met3.png
(6 px per um) Cells faint in the background.
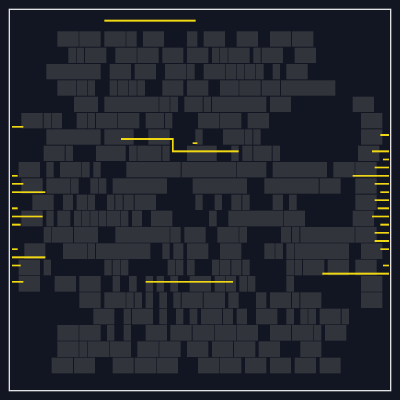
wire_density.png
(6 px per um) 13 x 13 tiles, from dark purple (low) to yellow (high), scaled to the fullest tile. Values are wire area over tile area, all layers added.
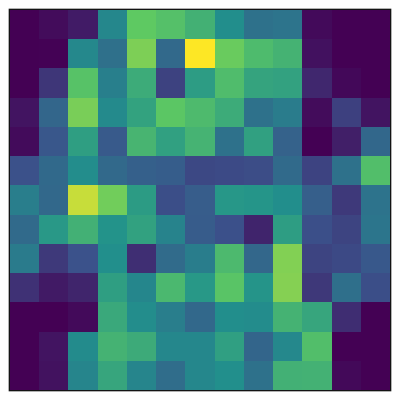
==> config.mk <==
export PLATFORM = sky130hd
export DESIGN_NAME = cpu64_l2_victim_alloc
export DESIGN_NICKNAME = d
export VERILOG_FILES = /design/src/rtl/cpu64_l2_victim_alloc.sv
export SDC_FILE = /design/constraint.sdc
export NUM_CORES = 1
export LEC_CHECK = 0
export ABC_AREA = 1
export CAP_MARGIN = 5
export CORE_UTILIZATION = 35
export DETAILED_ROUTE_END_ITERATION = 10
export GPL_ROUTABILITY_DRIVEN = 0
export GPL_TIMING_DRIVEN = 1
export PLACE_DENSITY = 0.92
export SYNTH_ARGS = -nofsm -noshare
export SYNTH_HDL_FRONTEND = slang
export SYNTH_SLANG_ARGS = --single-unit
==> constraint.sdc <==
create_clock -name clk_i -period 3.4 [get_ports clk_i]
set_input_delay 0.51 -clock clk_i [delete_from_list [all_inputs] [get_ports clk_i]]
set_output_delay 0.51 -clock clk_i [all_outputs]
set_load 0.005 [all_outputs]
==> results.yml <==
# physical design summary
synthesis:
  syn_area_per_cell_um2: 7.039
  topCellsByArea: "dfrtp_1 (30%), nand2_1 (19%), buf_4 (18%)"
  yosys_warnings: 0
  synthAoiAreaFrac_pct: 9.316
  top_cells_by_count: "nand2_1 (66), buf_4 (32), dfrtp_1 (16), inv_1 (14), o21ai_1 (14)"
  ys_area_um2: 1316
  logic_family: "simple AND/OR/NAND/NOR gates"
cts:
  insertion_delay_ps: 240
  clk_path_buf_depth: 2
  path_clk_slew_ps: 60
global_route:
  met2_usage_pct: 34.97
  antenna_found_initial: 0
die:
  io_pins: 107
worst_setup_path:
  rrSetupSlack_ps: 2070
  slowest_stage: "clkdlybuf4s50_1"
power_and_ir_drop:
  p_clk_mw: 0.164
  p_total_mw: 1.525
  p_seq_share_pct: 25.3
  p_sw_mw: 0.5486
layout:
  nNetsFinal: 314
  mi_logic_area_um2: 574.3
  regArea_um2: 400.4
  buffers_excl_clock: 106
route:
  m1WireLength_mm: 1.369
  met3_length_um: 114
  ant_nets: 0
sta:
  tns_ps: 0
  drv_slew: 0
  min_period_over_period_pct: 66.15
  rsz0062_at_grt: "no"
  post-route-min-period_ps: 2249
placement:
  place_ws_ps: 1165
run:
  warnings: 26
outcome:
  outcome: "finished, final reports clean"
-- met3.png (at the start) --
share of all routed wire = 3.3%
main direction = horizontal
nets with wire on the layer = 30
longest straight run = 14.9 um
wire length on this layer = 115 um
final wirelength: 3.468 mm
grt met3 use: 2.899%
Vias: 1384

-- wire_density.png (at the start) --
mean over tiles = 0.13
fullest tile = 0.36
tiles over half the peak = 31%
densest ninth of the die = north
GRT Total Usage: 17.52%
WL per Instance: 11.22 um

